`src/rtl/pipeline_hazard_ctrl.sv`:
```
// pipeline_hazard_ctrl: boot hold, load-use stall, branch flush and dmem-wait sequencing for a 5-stage pipe.
// Define HAZARD_PERF_EN to build the stall/flush/wait performance counters; otherwise they read 0.
module pipeline_hazard_ctrl #(
  parameter int BOOT_CYCLES = 4,
  parameter int MEM_TIMEOUT = 255,
  parameter int CNT_W       = 16
) (
  input  logic             clock,
  input  logic             reset,
  input  logic [4:0]       id_rs,
  input  logic [4:0]       id_rt,
  input  logic             id_uses_rt,
  input  logic             ex_mem_read,
  input  logic [4:0]       ex_rt,
  input  logic             mem_branch_taken,
  input  logic             mem_access,
  input  logic             dmem_ready,
  output logic             pc_write,
  output logic             if_id_write,
  output logic             id_ex_write,
  output logic             ex_mem_write,
  output logic             if_id_flush,
  output logic             id_ex_bubble,
  output logic             ex_mem_flush,
  output logic             mem_wb_bubble,
  output logic [1:0]       state,
  output logic             mem_timeout_err,
  output logic [CNT_W-1:0] stall_count,
  output logic [CNT_W-1:0] flush_count,
  output logic [CNT_W-1:0] wait_count
);
  localparam int BW = $clog2(BOOT_CYCLES + 1);
  localparam int TW = $clog2(MEM_TIMEOUT + 2);
  typedef enum logic [1:0] {BOOT = 2'b00, RUN = 2'b01, MEM_WAIT = 2'b10, ERROR = 2'b11} state_t;
  state_t state_q, state_d;
  logic [BW-1:0] boot_q, boot_d;
  logic [TW-1:0] tmo_q, tmo_d;
  logic err_q, err_d;
  logic hazard, freeze;
  assign hazard = ex_mem_read && ex_rt != 5'd0 && (ex_rt == id_rs || (id_uses_rt && ex_rt == id_rt));
  assign freeze = mem_access && !dmem_ready;
  assign state = state_q;
  assign mem_timeout_err = err_q;
  always_comb begin
    state_d = state_q;
    boot_d = boot_q;
    tmo_d = tmo_q;
    err_d = err_q;
    {pc_write, if_id_write, id_ex_write, ex_mem_write} = '0;
    {if_id_flush, id_ex_bubble, ex_mem_flush, mem_wb_bubble} = '0;
    case (state_q)
      BOOT: begin
        {id_ex_write, ex_mem_write, if_id_flush} = '1;
        boot_d = boot_q + BW'(1);
        if (boot_q == BW'(BOOT_CYCLES - 1)) state_d = RUN;
      end
      RUN: begin
        if (freeze) begin
          mem_wb_bubble = 1'b1;
          state_d = MEM_WAIT;
          tmo_d = TW'(1);
        end else if (mem_branch_taken)
          {pc_write, if_id_write, id_ex_write, ex_mem_write, if_id_flush, id_ex_bubble, ex_mem_flush} = '1;
        else if (hazard)
          {id_ex_write, ex_mem_write, id_ex_bubble} = '1;
        else
          {pc_write, if_id_write, id_ex_write, ex_mem_write} = '1;
      end
      MEM_WAIT: begin
        if (dmem_ready) begin
          {pc_write, if_id_write, id_ex_write, ex_mem_write} = '1;
          state_d = RUN;
          tmo_d = '0;
        end else begin
          mem_wb_bubble = 1'b1;
          tmo_d = tmo_q + TW'(1);
          if (tmo_d >= TW'(MEM_TIMEOUT)) begin
            err_d = 1'b1;
            state_d = ERROR;
          end
        end
      end
      default: mem_wb_bubble = 1'b1;
    endcase
    if (!reset) begin
      {pc_write, if_id_write, id_ex_write, ex_mem_write} = '0;
      {if_id_flush, id_ex_bubble, ex_mem_flush, mem_wb_bubble} = '0;
    end
  end
  always_ff @(posedge clock) begin
    if (!reset) begin
      state_q <= BOOT;
      boot_q <= '0;
      tmo_q <= '0;
      err_q <= 1'b0;
    end else begin
      state_q <= state_d;
      boot_q <= boot_d;
      tmo_q <= tmo_d;
      err_q <= err_d;
    end
  end
`ifdef HAZARD_PERF_EN
  logic [CNT_W-1:0] stall_cnt_q, stall_cnt_d, flush_cnt_q, flush_cnt_d, wait_cnt_q, wait_cnt_d;
  // Only a stall bubbles ID/EX without a flush; every frozen cycle outside ERROR is a wait cycle.
  always_comb begin
    stall_cnt_d = stall_cnt_q + CNT_W'(id_ex_bubble && !ex_mem_flush);
    flush_cnt_d = flush_cnt_q + CNT_W'(ex_mem_flush);
    wait_cnt_d = wait_cnt_q + CNT_W'(mem_wb_bubble && state_q != ERROR);
  end
  always_ff @(posedge clock) begin
    if (!reset) begin
      stall_cnt_q <= '0;
      flush_cnt_q <= '0;
      wait_cnt_q <= '0;
    end else begin
      stall_cnt_q <= stall_cnt_d;
      flush_cnt_q <= flush_cnt_d;
      wait_cnt_q <= wait_cnt_d;
    end
  end
  assign stall_count = stall_cnt_q;
  assign flush_count = flush_cnt_q;
  assign wait_count = wait_cnt_q;
`else
  assign stall_count = '0;
  assign flush_count = '0;
  assign wait_count = '0;
`endif
endmodule
```
`config.mk`:
```
export PLATFORM = sky130hd
export DESIGN_NAME = pipeline_hazard_ctrl
export DESIGN_NICKNAME = d
export VERILOG_FILES = /design/src/rtl/pipeline_hazard_ctrl.sv
export SDC_FILE = /design/constraint.sdc
export NUM_CORES = 1
export LEC_CHECK = 0
export CAP_MARGIN = 10
export CORE_ASPECT_RATIO = 1.25
export CORE_MARGIN = 2
export CORE_UTILIZATION = 41
export DETAILED_ROUTE_END_ITERATION = 16
export PLACE_DENSITY_LB_ADDON = 0.08
export SLEW_MARGIN = 30
export SYNTH_ARGS = -nofsm -noshare
export SYNTH_HDL_FRONTEND = slang
export SYNTH_SLANG_ARGS = --single-unit
```
`constraint.sdc`:
```
create_clock -name clock -period 2.6 [get_ports clock]
set_clock_uncertainty 0.1 [all_clocks]
set_input_delay 0.26 -clock clock [delete_from_list [all_inputs] [get_ports clock]]
set_output_delay 0.26 -clock clock [all_outputs]
set_load 0.05 [all_outputs]
```
**Placed standard cells**

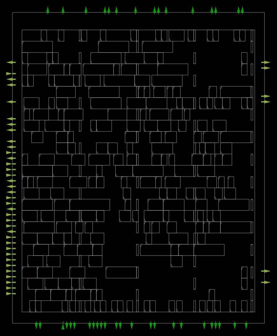
final design utilization: 0.501
Flops: 15
CORE AREA: 3820 um2
n_taps: 54

**A small window of the routed layout**

Window x 10 to 50, y 2 to 42 um. Cells in gray, sequential cells in the stronger gray; small squares are vias.
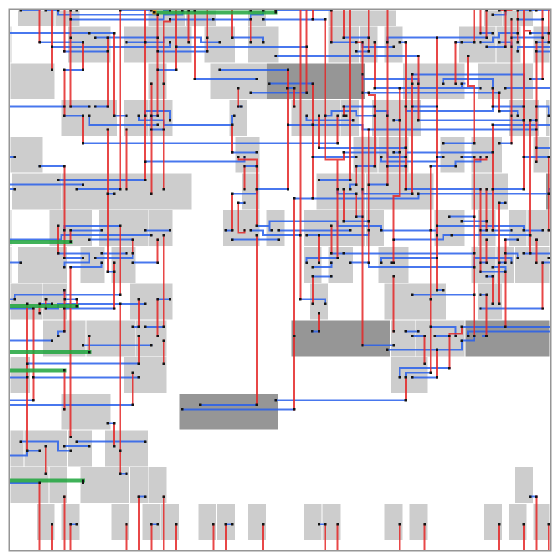
Blue is M1. Green is M3. Orange is M4. Red is M2.
Most frequent: conb_1 (19), a21oi_1 (9). 98 logic cells have their middle in the window. Sequential cells in the window: 4. Netlist names of flops here include `tmo_q` (4).

==> synth_stat cells (2+ instances only) <==
cell type,number
nand2b_1,2
nand3b_1,3
nand2_1,8
or2b_1,2
a21oi_1,12
a211oi_1,4
ha_1,10
and3_1,2
o211ai_1,2
dfxtp_1,15
nor2_1,20
nand4_1,2
o21ai_0,6
and2_1,2
xor2_1,7
a31oi_1,2
nor3_1,3
nand3_1,5
xnor2_1,4
o211a_1,2
clkbuf_1,2
inv_1,8
buf_4,54
mux2i_1,3
==> power by group through the flow <==
stage               registers [W]  clock network, W  logic [W]
floorplan                0.000301                 0   0.000450
global placement         0.000289                 0   0.000523
detailed placement       0.000289                 0   0.000526
CTS                      0.000284          0.000197   0.000528
global route             0.000288          0.000207   0.000569
finish                   0.000283          0.000194   0.000526
==> Slide: Implementation Results <==
Synthesis and Place & Route Summary

Critical path
  • Worst path cell trace: clkdlybuf4s50_1 > or4_1 > o21ai_0 > a21oi_1 > a221oi_4 > buf_12
  • Top delay family on crit path: buffers and inverters
  • Worst setup path class: input pin to output port
  • Levels on crit path: 6
  • Crit end category: output port
  • FF-to-FF End: mem_timeout_err$_SDFFE_PN0P_
  • Worst Reg-to-Reg Cells: 6
  • Critical Path Source: ex_rt[1]
  • Crit path DRT: 2.24 ns
  • R2R setup slack: 0.52 ns
  • Critical path startpoint category: input pin
  • R2r startpoint: tmo_q[0]$_SDFFE_PN0P_
  • Arrival time at the worst endpoint: 2.09 ns
  • Critical Path Sink: if_id_write
  • Crit-path slowest cell: or4_1
  • CP Max Fanout: 3
  • CP Buf/Inv Count: 2

Finish
  • Seq area share: 0.157
  • Final non-clock buffer share: 0.200
  • Filler cell count: 408
  • Non-clock buffers: 33
  • Layout cells sized above 1: 0.103
  • Post-route design area: 1910 um2
  • Max reg flops: 9
  • Finished Layout Cells: 288
  • Clock buffers: 3
  • ANT cells: 0
  • Synth-to-layout area growth: 15.8%
  • Top cell excl fill/tap: conb_1
  • Largest class: multi-input combinational cells
  • #MultiIn Comb: 174
  • Combinational share of cell area: 0.567
  • Most frequent cells in the layout: conb_1 (48), clkdlybuf4s50_1 (24), nor2_1 (20), dfxtp_1 (15), a21oi_1 (12)
  • Clock network area share: 0.0242

Timing
  • Final Hold Vio Count: 0
  • Worst-case hold slack: 0.365 ns
  • Fin. max-slew vios: 0
  • Fmax: 409 MHz
  • Setup_tns: 0 ns
  • Setup WS post-layout: 0.155 ns
  • Max_slew headroom: 0.667
  • RSZ-0062 raised after global routing: false
  • Cycle use final: 0.941
  • Crit path time final: 2.45 ns
  • Setup violations, final: 0

Power and ir drop
  • Pleak: 0.852 nW
  • Total power: 0.00100 W
  • Power Density: 525 nW/um2
  • Gate power share: 0.524
  • Largest vdd supply drop: 0.000240 V
  • Sw Ratio: 0.466
  • Flop pwr share: 0.282

Routing
  • Via count: 1341
  • Highest routed layer: met4
  • M1 wire length: 1.43 mm
  • WL/cell: 11.4 um
  • Pre-antenna DRT Iters: 4
  • Routed Antenna Nets: 0
  • Routed wl met2: 1.59 mm
  • Met3 WL post-DR: 246 um

GRT
  • GRT Max-Usage Layer: met2
  • GR Util All Layers: 0.153
  • Met2 Resource Use GR: 0.256
  • Global route overflow: 0
  • First-pass GRT wire length: 5.40 mm
  • Met1 GRT Util: 0.193

Synth
  • Syn_area_per_cell: 7.93 um2
  • Synth Cell Area: 1650 um2
  • Yosys Instances: 208
  • Register share after synthesis: 0.182
  • Synth warnings: 0
  • XOR/XNOR Fraction of Synth Area: 0.0584
  • Top cell type's share of synthesized area: 0.246
  • Asr flop ratio synth: 0
  • Synth area leader: buf_4
  • Yosys stat chip area: 1650 um2
  • Area fraction in compound gates: 0.182
  • Main logic family: buffers and inverters

Status
  • Status: complete, no violations

Worst hold path
  • Hold EP: mem_timeout_err$_SDFFE_PN0P_
  • WHS Path Cells: 2
  • Min-delay src: mem_timeout_err$_SDFFE_PN0P_

CTS
  • Cts bufs inserted: 3
  • Clock Pin Slew Worst Setup and Hold Paths: 0.07 ns
  • Post-CTS Hold Fix Bufs: 0
  • Late-Pin Clk Latency: 0.25 ns
  • TritonCTS clock tree: built

Floorplan
  • Init Core Util: 0.432
  • Die area: 4550 um2

Placement
  • IO Port Bufs: 32
  • Dpl ws: 0.150 ns
  • Post-DP Area: 1860 um2

Job
  • Number of max-cap violations: 0
Power figures rest on the tool's default switching activity, not on a simulated workload.
